==> src/rtl/alu_issue_if.sv <==
// Instruction handshake between the fetch side and the alu_issue decode/issue stage.
interface alu_issue_if;
    logic        instr_valid;
    logic [15:0] instr;
    logic        instr_ready;

    modport master (
        output instr_valid,
        output instr,
        input  instr_ready
    );

    modport slave (
        input  instr_valid,
        input  instr,
        output instr_ready
    );
endinterface

==> src/rtl/alu_issue.sv <==
// Decode/issue stage: decodes 16-bit instructions, reads the register file, drives the ALU,
// stalls on RAW hazards against in-flight destinations and writes ALU results back.
module alu_issue #(
    parameter int N       = 16,
    parameter int ALU_LAT = 2
) (
    input  logic          clk,
    input  logic          rst,
    alu_issue_if.slave    up,
    output logic [N-1:0]  alu_A,
    output logic [N-1:0]  alu_B,
    output logic [3:0]    alu_opcode,
    input  logic [N-1:0]  alu_result,
    input  logic          Z,
    input  logic          C,
    input  logic          Nf,
    input  logic          V,
    output logic [3:0]    flags_q,
    output logic          illegal,
    output logic          busy,
    output logic [15:0]   retired,
    input  logic [2:0]    dbg_addr,
    output logic [N-1:0]  dbg_data
);

    localparam logic [3:0] OP_NOT = 4'b0101;
    localparam logic [3:0] OP_ASR = 4'b1010;

    function automatic logic op_legal(input logic [3:0] op);
        return (op[3] == 1'b0) || (op == OP_ASR);
    endfunction

    function automatic logic [N-1:0] imm_ext(input logic [4:0] imm);
        return {{(N-5){1'b0}}, imm};
    endfunction

    logic [N-1:0] regs [8];

    // Tracker: slot 0 is loaded at the accept edge, the last slot is the writeback slot.
    logic [ALU_LAT-1:0] trk_vld;
    logic [2:0]         trk_rd [ALU_LAT];

    logic [3:0] op;
    logic [2:0] rd;
    logic [2:0] rs1;
    logic [2:0] rs2;
    logic       imm_sel;
    logic       legal;
    logic       hazard_rs1;
    logic       hazard_rs2;
    logic       hazard;
    logic       accept;
    logic       issue;
    logic       wb_vld;
    logic [2:0] wb_rd;

    assign op      = up.instr[15:12];
    assign rd      = up.instr[11:9];
    assign rs1     = up.instr[8:6];
    assign imm_sel = up.instr[5];
    assign rs2     = up.instr[2:0];
    assign legal   = op_legal(op);

    // No bypass: the writeback slot still blocks a reader until the value is in regs.
    always_comb begin
        hazard_rs1 = 1'b0;
        hazard_rs2 = 1'b0;
        for (int i = 0; i < ALU_LAT; i++) begin
            if (trk_vld[i] && (trk_rd[i] != 3'd0)) begin
                if ((rs1 != 3'd0) && (rs1 == trk_rd[i]))
                    hazard_rs1 = 1'b1;
                if ((rs2 != 3'd0) && (rs2 == trk_rd[i]))
                    hazard_rs2 = 1'b1;
            end
        end
        hazard = legal && (hazard_rs1 || (!imm_sel && (op != OP_NOT) && hazard_rs2));
    end

    assign up.instr_ready = rst && !hazard;
    assign accept         = up.instr_valid && up.instr_ready;
    assign issue          = accept && legal;

    assign wb_vld   = trk_vld[ALU_LAT-1];
    assign wb_rd    = trk_rd[ALU_LAT-1];
    assign busy     = |trk_vld;
    assign dbg_data = regs[dbg_addr];

    // Issue stage: operands sampled from pre-edge register state; bubbles drive zeros.
    always_ff @(posedge clk or negedge rst) begin
        if (!rst) begin
            alu_A      <= '0;
            alu_B      <= '0;
            alu_opcode <= 4'b0000;
        end else if (issue) begin
            alu_A      <= regs[rs1];
            alu_B      <= imm_sel ? imm_ext(up.instr[4:0]) : regs[rs2];
            alu_opcode <= op;
        end else begin
            alu_A      <= '0;
            alu_B      <= '0;
            alu_opcode <= 4'b0000;
        end
    end

    always_ff @(posedge clk or negedge rst) begin
        if (!rst) begin
            trk_vld <= '0;
            for (int i = 0; i < ALU_LAT; i++)
                trk_rd[i] <= 3'd0;
        end else begin
            for (int i = ALU_LAT - 1; i > 0; i--) begin
                trk_vld[i] <= trk_vld[i-1];
                trk_rd[i]  <= trk_rd[i-1];
            end
            trk_vld[0] <= issue;
            trk_rd[0]  <= issue ? rd : 3'd0;
        end
    end

    always_ff @(posedge clk or negedge rst) begin
        if (!rst)
            illegal <= 1'b0;
        else if (accept && !legal)
            illegal <= 1'b1;
    end

    // Writeback stage: flags and the retire count update even when rd is r0.
    always_ff @(posedge clk or negedge rst) begin
        if (!rst) begin
            for (int i = 0; i < 8; i++)
                regs[i] <= '0;
            flags_q <= 4'b0000;
            retired <= 16'd0;
        end else if (wb_vld) begin
            if (wb_rd != 3'd0)
                regs[wb_rd] <= alu_result;
            flags_q <= {Z, C, Nf, V};
            retired <= retired + 16'd1;
        end
    end

endmodule

==> src/flat_wrapper.sv <==
// flat-port wrapper written by rule: the top's interface ports become plain ports
module alu_issue_flat 
#(
    parameter int N       = 16,
    parameter int ALU_LAT = 2
)
  (clk, rst, alu_A, alu_B, alu_opcode, alu_result, Z, C, Nf, V, flags_q, illegal, busy, retired, dbg_addr, dbg_data, up_instr_valid, up_instr, up_instr_ready);
  alu_issue_if up_i ();
  input  logic clk;
  input  logic rst;
  output logic [N-1:0] alu_A;
  output logic [N-1:0] alu_B;
  output logic [3:0] alu_opcode;
  input  logic [N-1:0] alu_result;
  input  logic Z;
  input  logic C;
  input  logic Nf;
  input  logic V;
  output logic [3:0] flags_q;
  output logic illegal;
  output logic busy;
  output logic [15:0] retired;
  input  logic [2:0] dbg_addr;
  output logic [N-1:0] dbg_data;
  input wire logic [$bits(up_i.instr_valid)-1:0] up_instr_valid;
  input wire logic [$bits(up_i.instr)-1:0] up_instr;
  output wire logic [$bits(up_i.instr_ready)-1:0] up_instr_ready;
  assign up_i.instr_valid = up_instr_valid;
  assign up_i.instr = up_instr;
  assign up_instr_ready = up_i.instr_ready;
  alu_issue #(.N(N), .ALU_LAT(ALU_LAT)) u_core (.clk(clk), .rst(rst), .up(up_i), .alu_A(alu_A), .alu_B(alu_B), .alu_opcode(alu_opcode), .alu_result(alu_result), .Z(Z), .C(C), .Nf(Nf), .V(V), .flags_q(flags_q), .illegal(illegal), .busy(busy), .retired(retired), .dbg_addr(dbg_addr), .dbg_data(dbg_data));
endmodule
==> config.mk <==
export PLATFORM = sky130hd
export DESIGN_NAME = alu_issue_flat
export DESIGN_NICKNAME = d
export VERILOG_FILES = /design/src/rtl/alu_issue_if.sv /design/src/rtl/alu_issue.sv /design/src/flat_wrapper.sv
export SDC_FILE = /design/constraint.sdc
export NUM_CORES = 1
export LEC_CHECK = 0
export CAP_MARGIN = 20
export CORE_ASPECT_RATIO = 0.6
export CORE_MARGIN = 2
export CORE_UTILIZATION = 45
export CTS_BUF_LIST = sky130_fd_sc_hd__clkbuf_4
export CTS_CLUSTER_DIAMETER = 100
export DETAILED_ROUTE_END_ITERATION = 7
export PLACE_DENSITY = 0.74
export SETUP_SLACK_MARGIN = 0.15
export SLEW_MARGIN = 30
export SYNTH_ARGS = -nofsm -noshare
export SYNTH_HDL_FRONTEND = slang
export SYNTH_SLANG_ARGS = --single-unit
==> constraint.sdc <==
create_clock -name clk -period 3.8 [get_ports clk]
set_clock_uncertainty 0.05 [all_clocks]
set_input_delay 0.57 -clock clk [delete_from_list [all_inputs] [get_ports clk]]
set_output_delay 0.57 -clock clk [all_outputs]
set_load 0.02 [all_outputs]
==> flow report, run 1 <==
FINAL TIMING
------------------------------------------------------------------------------------
Post-layout period usage                                                       0.836
RSZ-0062 raised after global routing                                           false
Maximum clock frequency                                                    0.315 GHz
Tightest Pin Transition                                                     0.939 ns

SYNTHESIS
------------------------------------------------------------------------------------
Distinct cell type count after synthesis                                          44
Number of warnings issued by yosys                                                 0
Cells in synth_stat.txt                                                          650
Chip area estimate from yosys synthesis                                    10200 µm²
Net Count, Synth                                                                 693

DIE
------------------------------------------------------------------------------------
Vert. Die Dim                                                                 121 µm
Die Area                                                                   23900 µm²

PLACEMENT
------------------------------------------------------------------------------------
Placed standard-cell area                                                  11500 µm²
Final RePlAce weighted congestion                                              0.830

PWR
------------------------------------------------------------------------------------
Sequential cell fraction of total power                                        0.534

OUTCOME
------------------------------------------------------------------------------------
Status                                                                     completed

CLOCK TREE
------------------------------------------------------------------------------------
Number of buffers inserted for hold repair after clock tree synthesis              1
Number of levels in the clock H-tree                                               4
Clock root cell                                                             clkbuf_4

GRT
------------------------------------------------------------------------------------
Global-route wire length before repair                                      39300 µm

CRITICAL PATH
------------------------------------------------------------------------------------
Worst reg2reg startpoint                                                u_core.wb_rd[1]
Crit path launch type                                                           flop
Required time at the worst-slack endpoint                                    3.18 ns

ROUTE
------------------------------------------------------------------------------------
Drt via density                                                                 5.96

run 1: stage by stage:
stage	setup WS, ns	power (µW)
detailed placement	0.648	3330
finish	0.623	4450
CTS	0.614	4480
global placement	0.661	3290
global route	0.516	4650
floorplan	1.43	2960
run 1: cells in the mapped netlist, types with 4 or more instances:
cell type	n
dfrtp_1	193
buf_4	19
xnor2_1	20
nor3b_1	6
mux2_2	135
nor2_1	6
xor2_1	7
buf_6	6
buf_1	4
clkbuf_1	22
nand2_1	10
mux4_2	96
nand4_1	6
nor4_2	10
and3_1	6
nor3_1	20
mux2i_1	29
buf_2	15
run 1: cells by family after synthesis:
logic type / share of synthesized area
adder cells (fa/ha/maj): 0.00123
XOR/XNOR: 0.0232
AND/OR/NAND/NOR: 0.0626
buffers and inverters: 0.0411
flip-flops: 0.474
multiplexers: 0.390
AND-OR/OR-AND: 0.00835
run 1: final cells by class:
cell class              instances  area share
clock buffers                  17      0.0108
clock inverters                14      0.0139
inverters                       2    0.000635
multi-input cells             387       0.421
flip-flops and latches        193       0.408
well taps                     308      0.0326
repair buffers                137       0.112
run 1: per-layer routing:
layer	vias to the layer above	global-route usage	routed length, µm
met1	3363	0.319	11100
li1	2671	-	-
met3	24	0.0572	2000
met2	245	0.338	11500
met4	0	0.0550	311
met5	-	0	0
run 1: flip-flops by register name, summed over array words and instances, names as in the netlist:
| register | flops |
|---|---|
| u_core.alu_B | 16 |
| u_core.regs | 128 |
| u_core.illegal | 1 |
| u_core.wb_rd | 3 |
| u_core.retired | 16 |
| u_core.flags_q | 4 |
| u_core.trk_vld | 2 |
| u_core.alu_A | 16 |
| u_core.trk_rd | 3 |
| u_core.alu_opcode | 4 |
run 1: how the worst max path moves through the flow:
| stage | startpoint | endpoint | slack, ns | cells past startpoint |
|---|---|---|---|---|
| floorplan | dbg_addr[0] | dbg_data[0] | 1.43 | 4 |
| global placement | dbg_addr[1] | dbg_data[3] | 0.66 | 5 |
| detailed placement | dbg_addr[1] | dbg_data[13] | 0.65 | 5 |
| CTS | u_core.wb_rd[1] | up_instr_ready | 0.61 | 5 |
| global route | u_core.wb_rd[1] | up_instr_ready | 0.52 | 5 |
| finish | u_core.wb_rd[1] | up_instr_ready | 0.62 | 5 |
run 1: critical path, cell delays in order, from the launching register on:
cell and delay (ns):
dfrtp_1 0.58, o31a_1 0.40, nand4_1 0.15, a21oi_4 0.08, o21ai_1 0.15, clkdlybuf4s50_1 0.63
run 1: power by group through the flow:
| stage | registers (µW) | logic [µW] | clock network [µW] |
|---|---|---|---|
| 5_1_grt | 2400 | 980 | 1270 |
| 4_1_cts | 2370 | 925 | 1190 |
| 2_1_floorplan | 2410 | 555 | 0 |
| 3_3_place_gp | 2390 | 896 | 0 |
| 6_report | 2380 | 916 | 1160 |
| 3_5_place_dp | 2410 | 921 | 0 |
run 1: cell usage in the layout (no fill, tap or decap), types with 17 or more instances in the layout:
master,instances
clkbuf_4,17
clkdlybuf4s50_1,111
xnor2_1,20
mux2_2,135
dfrtp_1,193
mux2i_1,29
mux4_2,96
nor3_1,20
buf_4,18
Run 1, sizing map:
(3 px per µm)
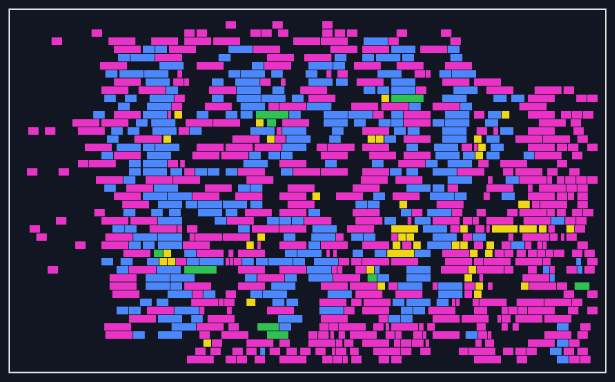
| size | color | cells | share |
|---|---|---|---|
| drive 3 to 4 | yellow | 44 | 5.9% |
| drive 6 and up | green | 9 | 1.2% |
| drive 1 or less | magenta | 442 | 59% |
| drive 2 | blue | 255 | 34% |
final design instance area without fill: 11800 µm²
Layout area overhead: 16.0%

Run 1, sequential cells grouped by signal name:
(2 px per µm)
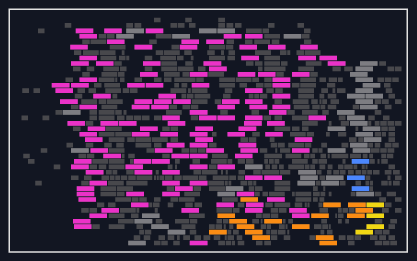
| signal | color | placed flops |
|---|---|---|
| u_core.retired | orange | 16 |
| u_core.trk_rd | blue | 3 |
| u_core.flags_q | yellow | 4 |
| u_core.regs | magenta | 128 |
not colored: 42
area occupied by registers: 4830 µm²
Finished Core Util: 0.535

Run 1, clock wiring as the flow saved it:
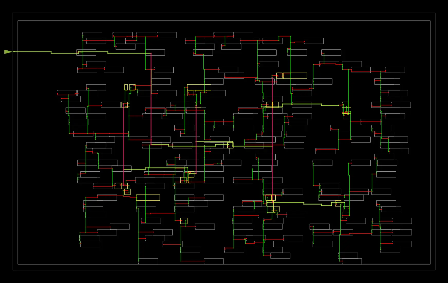
total CTS buffers: 17
clock buffer instance count of the final layout: 17

Run 1, wire density map:
(2 px per µm) The die is cut into 40 by 24 equal tiles; black is low, pale yellow is high, scaled to the fullest tile. Values are wire area over tile area, all layers added.
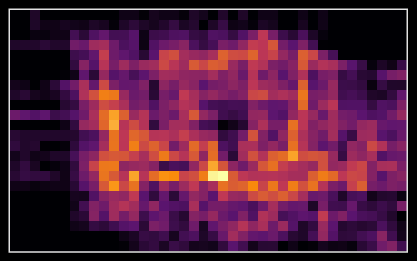

==> run 2: changes to the inputs <==
clock period = 3.05 ns   (was 3.8 ns; I/O delays follow)
Run 2, wire density map:
(2 px per µm) The die is cut into 40 by 24 equal tiles; black is low, pale yellow is high, scaled to the fullest tile. Values are wire area over tile area, all layers added.
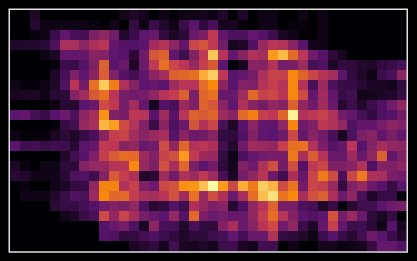
fullest tile: 0.66
tiles over half the peak: 15%
nearly empty tiles: 15%
mean over tiles: 0.18
final routed wire length divided by cell count: 24.1 µm
overall via count from detail_route: 6381
total global routing track utilization: 0.224
total wire length: 25800 µm

Run 2, clock wiring as the flow saved it:
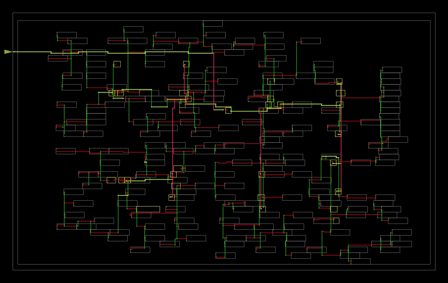
Flop Count: 193
clock buffer instance count of the final layout: 18
clk_lat worst skew: 0.60 ns
clk pwr: 1420 µW

Run 2, sequential cells grouped by signal name:
(2 px per µm)
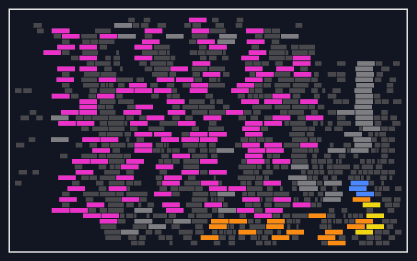
| signal | color | placed flops |
|---|---|---|
| u_core.flags_q | yellow | 4 |
| u_core.retired | orange | 16 |
| u_core.regs | magenta | 128 |
| u_core.trk_rd | blue | 3 |
not colored: 42
seq pwr: 2960 µW
fraction of standard cell area that is sequential: 0.403
Finished Core Util: 0.542
area occupied by registers: 4830 µm²

==> run 2 against run 1 <==
Effect of this change: sequential cell count unchanged; register-to-register slack worse by 0.54 ns; wire length is 3.5% higher; clock power is 22% higher; first-iteration DRC count fell by 13%; die area unchanged; power grew 24%; setup slack got worse by 0.23 ns; cell area is 1.5% higher; critical path depth is 1 higher; via count up 1.2%; global-route usage up 0.31 points; largest cell class unchanged; largest power group unchanged; highest routed layer unchanged.
==> flow report, run 2 <==
DIE
-----------------------------------------------------------------------
Vert. Die Dim                                                    121 µm

ROUTE
-----------------------------------------------------------------------
Drt via density                                                    5.97

SYNTHESIS
-----------------------------------------------------------------------
Yosys aoi share                                                 0.00835
Simple-gate portion of the synthesized area                      0.0626
MUX share of area                                                 0.390
Yosys adder share                                               0.00123
Net Count, Synth                                                    693
Dominant kind of combinational cell                        multiplexers
Number of warnings issued by yosys                                    0

FINAL TIMING
-----------------------------------------------------------------------
Final worst-path setup slack                                   0.396 ns
Post-layout period usage                                          0.870
Tightest Pin Transition                                        0.685 ns
Maximum clock frequency                                       0.377 GHz

FINAL LAYOUT
-----------------------------------------------------------------------
Leading cell types in the layout, fill and taps excluded   dfrtp_1, mux2_2, mux4_2
Flip-flop count of the largest register after layout                128
Most flop-heavy register                                    u_core.regs
Commonest Layout Cell                                                 dfrtp_1

PLACEMENT
-----------------------------------------------------------------------
Pre-CTS setup slack                                            0.142 ns
Final RePlAce weighted congestion                                 0.835

CRITICAL PATH
-----------------------------------------------------------------------
Worst reg2reg startpoint                                   u_core.wb_rd[1]
Buffers plus inverters on the worst setup path                        2
Critical path startpoint                                   up_instr[15]
Crit path launch type                                        input port
Slowest-stage cell, CP                                     clkdlybuf4s50_1
Required time at the worst-slack endpoint                       2.54 ns
Largest stage delay on the critical path                        0.51 ns

CLOCK TREE
-----------------------------------------------------------------------
Number of levels in the clock H-tree                                  4
Clock root cell                                                clkbuf_4
Total CTS buffers                                                    17

OUTCOME
-----------------------------------------------------------------------
Status                                                        completed

PWR
-----------------------------------------------------------------------
Total Power Consumption                                         5530 µW

[run 2: area by class of cell]
| type | count | area (µm²) | area share |
|---|---|---|---|
| clock inverters | 14 | 149 | 0.0124 |
| inverters | 2 | 7.51 | 0.000626 |
| multi-input cells | 387 | 4980 | 0.415 |
| well taps | 308 | 385 | 0.0321 |
| clock buffers | 18 | 135 | 0.0113 |
| flip-flops and latches | 193 | 4830 | 0.403 |
| repair buffers | 147 | 1510 | 0.126 |
[run 2: power groups by stage]
| stage | combinational (µW) | clock (µW) | sequential (µW) |
|---|---|---|---|
| floorplan | 691 | 0 | 3000 |
| global placement | 1110 | 0 | 2980 |
| detailed placement | 1150 | 0 | 3010 |
| CTS | 1160 | 1450 | 2950 |
| global route | 1230 | 1570 | 2990 |
| finish | 1160 | 1420 | 2960 |
[run 2: what timing repair did]
action | in CTS | in global routing
hold buffers | 1 | 0
setup buffers | 5 | 0
hold endpoints to repair | 19 | 0
gates cloned | 0 | 1
setup endpoints to repair | 5 | 16
pin swaps | 0 | 0
resized | 4 | 17
[run 2: metal layers]
metal	share of wire	track usage	vias to the layer above
met5	0	0	-
met4	0.021	0.0719	0
met3	0.090	0.0762	43
met2	0.45	0.332	300
met1	0.44	0.313	3345
li1	-	-	2693
[run 2: kinds of logic after synthesis]
logic type               count (synthesis)
flip-flops                             193
AND-OR/OR-AND                           12
AND/OR/NAND/NOR                         87
buffers and inverters                   70
adder cells (fa/ha/maj)                  1
XOR/XNOR                                27
multiplexers                           260
[run 2: worst max path at each step]
| stage | end | slack [ns] | depth (start not counted) |
|---|---|---|---|
| 3_3_place_gp | dbg_data[1] | 0.15 | 5 |
| 6_report | up_instr_ready | 0.40 | 6 |
| 5_1_grt | up_instr_ready | 0.29 | 6 |
| 2_1_floorplan | dbg_data[0] | 0.90 | 4 |
| 3_5_place_dp | dbg_data[7] | 0.14 | 5 |
| 4_1_cts | dbg_data[7] | 0.14 | 5 |
[run 2: through the flow]
step / hold slack, ns / area (µm²)
finish: 0.215 / 12000
detailed placement: 0.282 / 11600
global placement: 0.279 / 11600
CTS: 0.205 / 11900
global route: 0.199 / 12000
floorplan: 0.112 / 10200
==> run 3: changes to the inputs <==
SKIP_LAST_GASP = 1   (was unset)
Run 3, sizing map:
(3 px per µm)
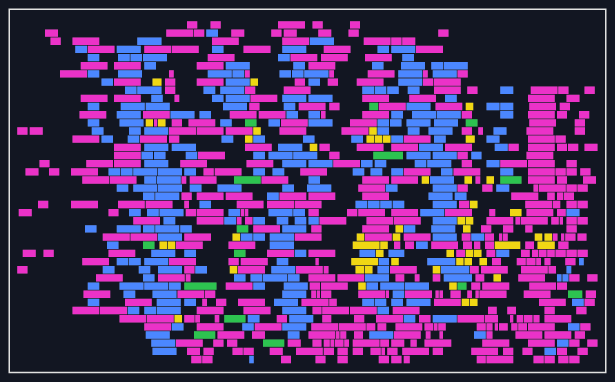
| size | color | cells | share | most used |
|---|---|---|---|---|
| drive 2 | blue | 257 | 34% | mux2_2 |
| drive 6 and up | green | 15 | 2.0% | inv_8 |
| drive 1 or less | magenta | 437 | 57% | dfrtp_1 |
| drive 3 to 4 | yellow | 52 | 6.8% | buf_4 |
final worst-path setup slack: 0.396 ns
Repair and plain buffers: 147
final design instance area without fill: 12000 µm²
Layout area overhead: 17.7%

Run 3, wire density map:
(2 px per µm) The die is cut into 40 by 24 equal tiles; black is low, pale yellow is high, scaled to the fullest tile. Values are wire area over tile area, all layers added.
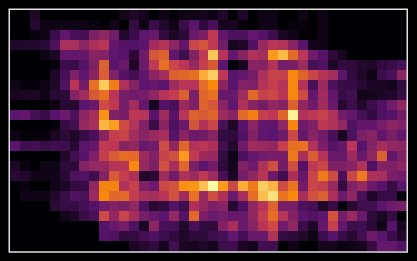
mean over tiles: 0.18
nearly empty tiles: 15%
tiles over half the peak: 15%
fullest tile: 0.66

Run 3, the metal 3 layer:
(3 px per µm)
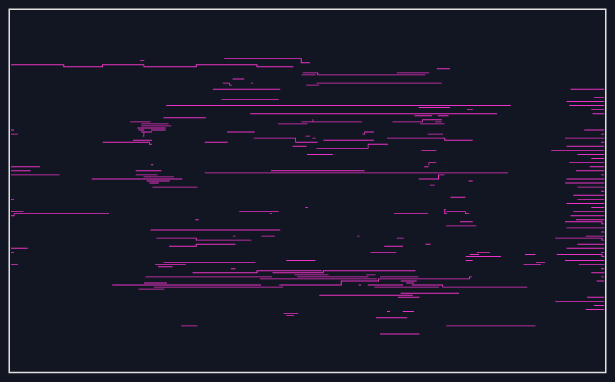
longest straight run: 115 µm
nets with wire on the layer: 129

==> run 3 against run 2 <==
Effect of this change: core utilization is the same; cell count unchanged; critical path depth unchanged; cell area unchanged.
==> flow report, run 3 <==
SYNTHESIS
-------------------------------------------------------------------
Net Count, Synth                                                693
Xor and xnor area share after synthesis                      0.0232
Chip area estimate from yosys synthesis                   10200 µm²
Most common cell in the netlist                             dfrtp_1
Yosys adder share                                           0.00123
Distinct cell type count after synthesis                         44
Dominant kind of combinational cell                    multiplexers
MUX share of area                                             0.390

OUTCOME
-------------------------------------------------------------------
Status                                                    completed

PWR
-------------------------------------------------------------------
Total Power Consumption                                     5530 µW

CRITICAL PATH
-------------------------------------------------------------------
Required time at the worst-slack endpoint                   2.54 ns
Crit path cell chain                                   clkdlybuf4s50_1 > and4bb_2 > or3_1 > a21oi_4 > o21ai_1 > dlygate4sd2_1
Slowest-stage cell, CP                                 clkdlybuf4s50_1

FINAL LAYOUT
-------------------------------------------------------------------
Commonest Layout Cell                                             dfrtp_1
Flip-flop count of the largest register after layout            128
Most flop-heavy register                                u_core.regs

FINAL TIMING
-------------------------------------------------------------------
Maximum clock frequency                                   0.377 GHz
RSZ-0062 raised after global routing                          false

CLOCK TREE
-------------------------------------------------------------------
Clock root cell                                            clkbuf_4
Total CTS buffers                                                17

GRT
-------------------------------------------------------------------
Total global routing track utilization                        0.224
Global-route wire length before repair                     39600 µm

PLACEMENT
-------------------------------------------------------------------
Placed standard-cell area                                 11600 µm²

ROUTE
-------------------------------------------------------------------
Overall via count from detail_route                            6381
Drt via density                                                5.97

[run 3: cell counts after synthesis]
No cell type changed its count.
[run 3: cell families after synthesis]
logic type / Yosys count
flops: 193
xor+xnor: 27
mux: 260
buf+inv: 70
fa+ha+maj: 1
simple gates: 87
compound gates: 12
[run 3: timing repair]
| action | 4_1_cts | 5_1_grt |
|---|---|---|
| hold buffers | 1 | 0 |
| gates resized | 4 | 17 |
| gates cloned | 0 | 1 |
| setup endpoints to repair | 5 | 16 |
| hold endpoints to repair | 19 | 0 |
| buffers inserted | 5 | 0 |
[run 3: area by class of cell]
cell class,instances,area (µm²),share of cell area
tap,308,385,0.0321
clock buffer,18,135,0.0113
inverter,2,7.51,0.000626
timing repair buffer,147,1510,0.126
multi-input combinational,387,4980,0.415
clock inverter,14,149,0.0124
sequential,193,4830,0.403
[run 3: per-layer routing]
metal	track usage	vias to the layer above	share of wire
li1	-	2693	-
met1	0.313	3345	0.44
met2	0.332	300	0.45
met3	0.0762	43	0.090
met4	0.0719	0	0.021
met5	0	-	0
[run 3: power breakdown]
part	switching (µW)	internal [µW]	total [µW]
logic	503	652	1160
registers	206	2750	2960
clock network	968	447	1420
[run 3: how the worst max path moves through the flow]
stage	to	startpoint	cells after the start
6_report	up_instr_ready	up_instr[15]	6
5_1_grt	up_instr_ready	u_core.wb_rd[1]	6
4_1_cts	dbg_data[7]	dbg_addr[1]	5
3_5_place_dp	dbg_data[7]	dbg_addr[1]	5
3_3_place_gp	dbg_data[1]	dbg_addr[1]	5
2_1_floorplan	dbg_data[0]	dbg_addr[0]	4
[run 3: through the flow]
stage,hold slack [ns],worst slack (ns)
global placement,0.279,0.152
floorplan,0.112,0.901
global route,0.199,0.286
finish,0.215,0.396
detailed placement,0.282,0.142
CTS,0.205,0.136
Power figures rest on the tool's default switching activity, not on a simulated workload.
